`config.mk`:
```
export PLATFORM = sky130hd
export DESIGN_NAME = rst_ctrl
export DESIGN_NICKNAME = d
export VERILOG_FILES = /design/src/rtl/rst_ctrl_pkg.sv /design/src/rtl/rst_sync.sv /design/src/rtl/rst_ctrl.sv
export SDC_FILE = /design/constraint.sdc
export NUM_CORES = 1
export LEC_CHECK = 0
export CAP_MARGIN = 20
export CORE_ASPECT_RATIO = 0.75
export CORE_MARGIN = 2
export CORE_UTILIZATION = 57
export DETAILED_ROUTE_END_ITERATION = 16
export PLACE_DENSITY = 0.75
export REMOVE_ABC_BUFFERS = 1
export SETUP_SLACK_MARGIN = 0.5
export SYNTH_ARGS = -nofsm -noshare
export SYNTH_HDL_FRONTEND = slang
export SYNTH_SLANG_ARGS = --single-unit
```
`constraint.sdc`:
```
create_clock -name clk -period 4.42 [get_ports clk]
set_input_delay 0.884 -clock clk [delete_from_list [all_inputs] [get_ports clk]]
set_output_delay 0.884 -clock clk [all_outputs]
set_load 0.05 [all_outputs]
```
`src/rtl/rst_ctrl_pkg.sv`:
```
// rtl/rst_ctrl_pkg.sv - shared FSM state and reset-cause encodings for rst_ctrl
package rst_ctrl_pkg;

  typedef enum logic [1:0] {
    ST_ASSERT  = 2'd0,
    ST_RELEASE = 2'd1,
    ST_RUN     = 2'd2
  } state_t;

  localparam logic [1:0] CAUSE_POR = 2'b00;
  localparam logic [1:0] CAUSE_SW  = 2'b01;
  localparam logic [1:0] CAUSE_WDT = 2'b10;

endpackage

```
`src/rtl/rst_sync.sv`:
```
// rtl/rst_sync.sv - async-assert / sync-deassert reset synchroniser chain
module rst_sync #(
  parameter int STAGES = 2
) (
  input  logic i_clk,
  input  logic i_rst_n,
  output logic o_rst_n
);

  logic [STAGES-1:0] r_chain;

  always_ff @(posedge i_clk or negedge i_rst_n) begin
    if (!i_rst_n) begin
      r_chain <= '0;
    end else begin
      r_chain <= {r_chain[STAGES-2:0], 1'b1};
    end
  end

  assign o_rst_n = r_chain[STAGES-1];

endmodule

```
`src/rtl/rst_ctrl.sv`:
```
// rtl/rst_ctrl.sv - staged reset sequencer with software and watchdog reset sources
module rst_ctrl
  import rst_ctrl_pkg::*;
#(
  parameter int N_OUT       = 3,
  parameter int SYNC_STAGES = 2,
  parameter int HOLD_CYCLES = 3,
  parameter int STAGGER     = 2,
  parameter int WDT_WIDTH   = 16,
  parameter int WDT_LIMIT   = 1000
) (
  input  logic             clk,
  input  logic             rst_n,
  input  logic             sw_rst_req,
  input  logic             wdt_en,
  input  logic             wdt_kick,
  output logic [N_OUT-1:0] rst_n_out,
  output logic [1:0]       rst_cause,
  output logic             busy
);

  localparam int HOLD_W = $clog2(HOLD_CYCLES + 1);
  localparam int STG_W  = $clog2(STAGGER + 1);
  localparam int IDX_W  = $clog2(N_OUT + 1);

  localparam logic [HOLD_W-1:0]    HOLD_LAST = HOLD_W'(HOLD_CYCLES - 1);
  localparam logic [STG_W-1:0]     STG_LAST  = STG_W'(STAGGER - 1);
  localparam logic [IDX_W-1:0]     IDX_LAST  = IDX_W'(N_OUT - 1);
  localparam logic [WDT_WIDTH-1:0] WDT_LAST  = WDT_WIDTH'(WDT_LIMIT - 1);

  state_t               r_state;
  state_t               w_state_nxt;
  logic [HOLD_W-1:0]    r_hold_cnt, w_hold_nxt;
  logic [STG_W-1:0]     r_stg_cnt, w_stg_nxt;
  logic [IDX_W-1:0]     r_idx, w_idx_nxt;
  logic [WDT_WIDTH-1:0] r_wdt_cnt, w_wdt_nxt;
  logic [N_OUT-1:0]     r_rst_n_out, w_out_nxt;
  logic [1:0]           r_cause, w_cause_nxt;
  logic                 r_busy, w_busy_nxt;
  logic                 w_sync_rst_n;
  logic                 w_timeout;

  rst_sync #(
    .STAGES (SYNC_STAGES)
  ) u_rst_sync (
    .i_clk   (clk),
    .i_rst_n (rst_n),
    .o_rst_n (w_sync_rst_n)
  );

  assign w_timeout = (r_state == ST_RUN) && wdt_en && !wdt_kick && (r_wdt_cnt == WDT_LAST);

  always_ff @(posedge clk or negedge rst_n) begin
    if (!rst_n) begin
      r_state     <= ST_ASSERT;
      r_hold_cnt  <= '0;
      r_stg_cnt   <= '0;
      r_idx       <= '0;
      r_wdt_cnt   <= '0;
      r_rst_n_out <= '0;
      r_cause     <= CAUSE_POR;
      r_busy      <= 1'b1;
    end else begin
      r_state     <= w_state_nxt;
      r_hold_cnt  <= w_hold_nxt;
      r_stg_cnt   <= w_stg_nxt;
      r_idx       <= w_idx_nxt;
      r_wdt_cnt   <= w_wdt_nxt;
      r_rst_n_out <= w_out_nxt;
      r_cause     <= w_cause_nxt;
      r_busy      <= w_busy_nxt;
    end
  end

  always_comb begin
    w_state_nxt = r_state;
    w_hold_nxt  = r_hold_cnt;
    w_stg_nxt   = r_stg_cnt;
    w_idx_nxt   = r_idx;
    w_wdt_nxt   = r_wdt_cnt;
    w_out_nxt   = r_rst_n_out;
    w_cause_nxt = r_cause;

    case (r_state)
      ST_ASSERT: begin
        w_out_nxt = '0;
        // Hold only counts once the synchronised reset has released.
        if (w_sync_rst_n) begin
          if (r_hold_cnt == HOLD_LAST) begin
            w_hold_nxt  = '0;
            w_out_nxt   = N_OUT'(1);
            w_idx_nxt   = IDX_W'(1);
            w_stg_nxt   = '0;
            w_state_nxt = (N_OUT == 1) ? ST_RUN : ST_RELEASE;
          end else begin
            w_hold_nxt = r_hold_cnt + 1'b1;
          end
        end
      end

      ST_RELEASE: begin
        if (sw_rst_req) begin
          w_state_nxt = ST_ASSERT;
          w_out_nxt   = '0;
          w_hold_nxt  = '0;
          w_stg_nxt   = '0;
          w_idx_nxt   = '0;
          w_wdt_nxt   = '0;
          w_cause_nxt = CAUSE_SW;
        end else if (r_stg_cnt == STG_LAST) begin
          w_stg_nxt = '0;
          w_out_nxt = r_rst_n_out | (N_OUT'(1) << r_idx);
          w_idx_nxt = r_idx + 1'b1;
          if (r_idx == IDX_LAST) begin
            w_state_nxt = ST_RUN;
          end
        end else begin
          w_stg_nxt = r_stg_cnt + 1'b1;
        end
      end

      ST_RUN: begin
        // Software request outranks a coincident watchdog timeout.
        if (sw_rst_req || w_timeout) begin
          w_state_nxt = ST_ASSERT;
          w_out_nxt   = '0;
          w_hold_nxt  = '0;
          w_stg_nxt   = '0;
          w_idx_nxt   = '0;
          w_wdt_nxt   = '0;
          w_cause_nxt = sw_rst_req ? CAUSE_SW : CAUSE_WDT;
        end else if (wdt_kick) begin
          w_wdt_nxt = '0;
        end else if (wdt_en) begin
          w_wdt_nxt = r_wdt_cnt + 1'b1;
        end
      end

      default: begin
        w_state_nxt = ST_ASSERT;
        w_out_nxt   = '0;
        w_hold_nxt  = '0;
        w_stg_nxt   = '0;
        w_idx_nxt   = '0;
        w_wdt_nxt   = '0;
      end
    endcase

    w_busy_nxt = ~&w_out_nxt;
  end

  assign rst_n_out = r_rst_n_out;
  assign rst_cause = r_cause;
  assign busy      = r_busy;

endmodule

```
Fig. 1: M1 wires
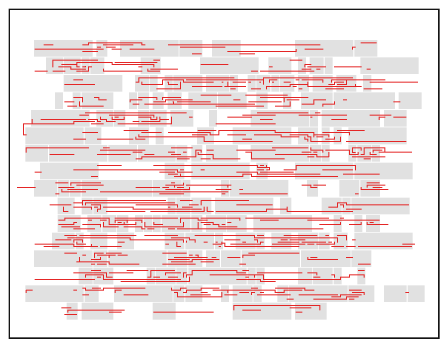
longest straight run: 23.5 um
wire length on this layer: 1720 um
share of all routed wire: 48%
main direction: horizontal
nets with wire on the layer: 169
final wirelength: 3630 um
global routing met1 resource utilization: 0.329
vias after detailed routing: 1250

Fig. 2: M2 wires
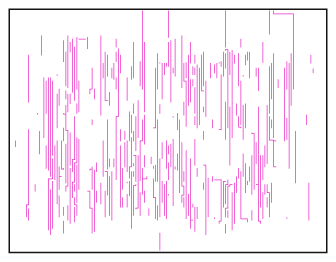
main direction: vertical
wire length on this layer: 1670 um
grt met2 use: 0.403

Fig. 3: the metal 3 layer
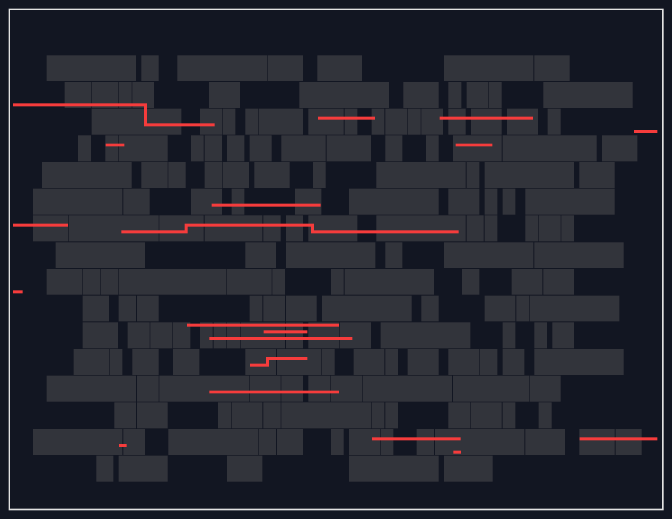
wire length on this layer: 166 um
nets with wire on the layer: 14
longest straight run: 15.2 um
share of all routed wire: 4.6%
met3 Usage GRT: 0.0683

Fig. 4: where the registers sit
Bar = 20 um.
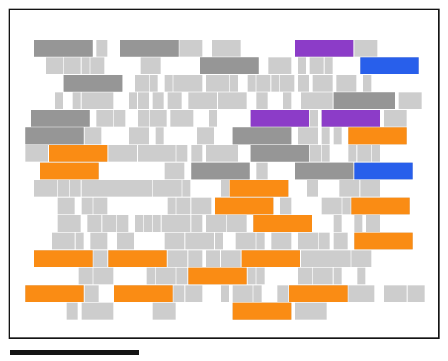
legend:
  purple:
    name_in_the_netlist: rst_n_out
    sequential_cells: 3
  blue:
    name_in_the_netlist: r_hold_cnt
    sequential_cells: 2
  orange:
    name_in_the_netlist: r_wdt_cnt
    sequential_cells: 16
not colored: 11
sequential portion of the cell area: 0.424
Post-Route Utilization: 0.700
footprint of the flip-flops and latches: 802 um^2
Seq power: 0.359 mW

==> reports/results.md <==
| Quantity | This run | Unit |
|:---|:---|:---|
| Port-buffer cells | 10 | - |
| Switching share of power | 0.326 | - |
| Yosys cell types | 49 | - |
| Share of layout cells above drive strength 1 | 0.101 | - |
| Clk buf depth | 2 | - |
| Clock Skews | 4.50 | ps |
| Sinks on Clock Net | 32 | - |
| Final instance area | 1890 | um^2 |
| Arrival time of the worst setup path | 3030 | ps |
| Max IR drop VDD | 0.302 | mV |
| Number of synthesis warnings | 0 | - |
| Synth Seq Share | 0.482 | - |
| Dominant register cell | dfrtp_1 | - |
| Clock network power share | 0.340 | - |
| Count of antenna-violating nets left after detailed routing | 0 | - |
| Hold WC Path Type | flip-flop to flip-flop | - |
| Max-cap check violation count | 0 | - |
| Critical Path Max Stage Delay | 620 | ps |
| Minimum clock period after layout | 2870 | ps |
| Worst slew pin tran | 769 | ps |
| Post-DR wirelength/cell | 17.0 | um |
| PwrDens | 445 | nW/um^2 |
| Layer with the highest usage after global routing | met2 | - |
| Cell internal power dissipation | 0.568 | mW |
| Relative slew slack | 0.486 | - |
| Initial core utilization | 0.616 | - |
| Initial antenna violation count | 0 | - |
| Final Hold Violating Endpoints | 0 | - |
| Setup-failing EPs final | 0 | - |
| Portion of synthesized cell area occupied by the leading cell type | 0.466 | - |
| Async set-or-reset flop fraction in the synthesized netlist | 1.00 | - |
| Period Utilization, post-route | 0.650 | - |
| Leftover overflow at the end of global routing | 0 | - |
| Instance count after placement with tap cells included | 206 | - |
| Origin of the worst min-delay path | u_rst_sync.r_chain[0]$_DFF_PN0_ | - |
| Status | finished, final reports clean | - |
| Post CTS Setup Buffer Count | 0 | - |
| Largest net degree at the start of global routing | 33 | - |
| Cell type contributing the most total cell area after synthesis | dfrtp_1 | - |
## cell type report
cell class | count | area [um^2]
clock inverter | 3 | 42.5
timing repair buffer | 11 | 108
tap | 36 | 45.0
inverter | 7 | 26.3
clock buffer | 5 | 68.8
multi-input combinational | 120 | 801
sequential | 32 | 802
fill | 201 | 810
## stage by stage
step	util	hold slack (ps)
after global routing	0.700	368
final	0.700	368
after floorplan	-	331
after CTS	0.700	369
after global placement	0.659	332
after detailed placement	0.659	352
## per-layer routing
layer | vias to the layer above | share of wire
met5 | - | 0
met4 | 0 | 0.019
met3 | 8 | 0.045
met2 | 27 | 0.46
met1 | 607 | 0.48
li1 | 608 | -
## power by group through the flow
stage | Combinational (mW) | Clock [mW] | Sequential (mW)
final | 0.196 | 0.286 | 0.359
after global routing | 0.219 | 0.298 | 0.365
after CTS | 0.196 | 0.291 | 0.359
after detailed placement | 0.194 | 0 | 0.365
after global placement | 0.185 | 0 | 0.361
after floorplan | 0.112 | 0 | 0.383
## worst max-delay path: cells and delay by family
| kind | cells | cell delay, ps |
|---|---|---|
| buffers and inverters | 1 | 560 |
| AOI/OAI and AO/OA | 2 | 330 |
| and+or+nand+nor | 3 | 1250 |
## worst paths after layout
path                                                    to  cells past startpoint
setup reg to reg                  r_wdt_cnt[8]$_DFFE_PN0P_                      5
max in group asynchronous                   busy$_DFF_PN1_                      2
hold / removal             u_rst_sync.r_chain[1]$_DFF_PN0_                      0
setup / recovery                  r_wdt_cnt[8]$_DFFE_PN0P_                      6
min in group asynchronous        r_wdt_cnt[15]$_DFFE_PN0P_                      2
hold reg to reg            u_rst_sync.r_chain[1]$_DFF_PN0_                      0
## flip-flops by register name, summed over array words and instances (netlist names)
signal	count
rst_n_out	3
r_stg_cnt	2
r_wdt_cnt	16
busy	1
rst_cause	2
u_rst_sync.r_chain	2
r_idx	2
r_hold_cnt	2
r_state	2
## cells by family (layout without fill, tap and decap cells)
| group | after synthesis | in the layout | share of synthesized area |
|---|---|---|---|
| flops | 32 | 32 | 0.482 |
| compound gates | 33 | 33 | 0.147 |
| other cells | 1 | 1 | 0.00225 |
| xor+xnor | 12 | 12 | 0.0631 |
| fa+ha+maj | 4 | 4 | 0.0301 |
| simple gates | 70 | 70 | 0.238 |
| buf+inv | 12 | 26 | 0.0376 |
## layout by cell type, fill, tap and decap left out, types with 5 or more instances in the layout
| cell | n |
|---|---|
| nor2_1 | 21 |
| a21oi_1 | 7 |
| clkbuf_8 | 5 |
| inv_1 | 7 |
| dfrtp_1 | 31 |
| nand2_1 | 11 |
| nand3_1 | 8 |
| clkdlybuf4s50_1 | 10 |
| xor2_1 | 11 |
Power is estimated from default activity; no workload was simulated.
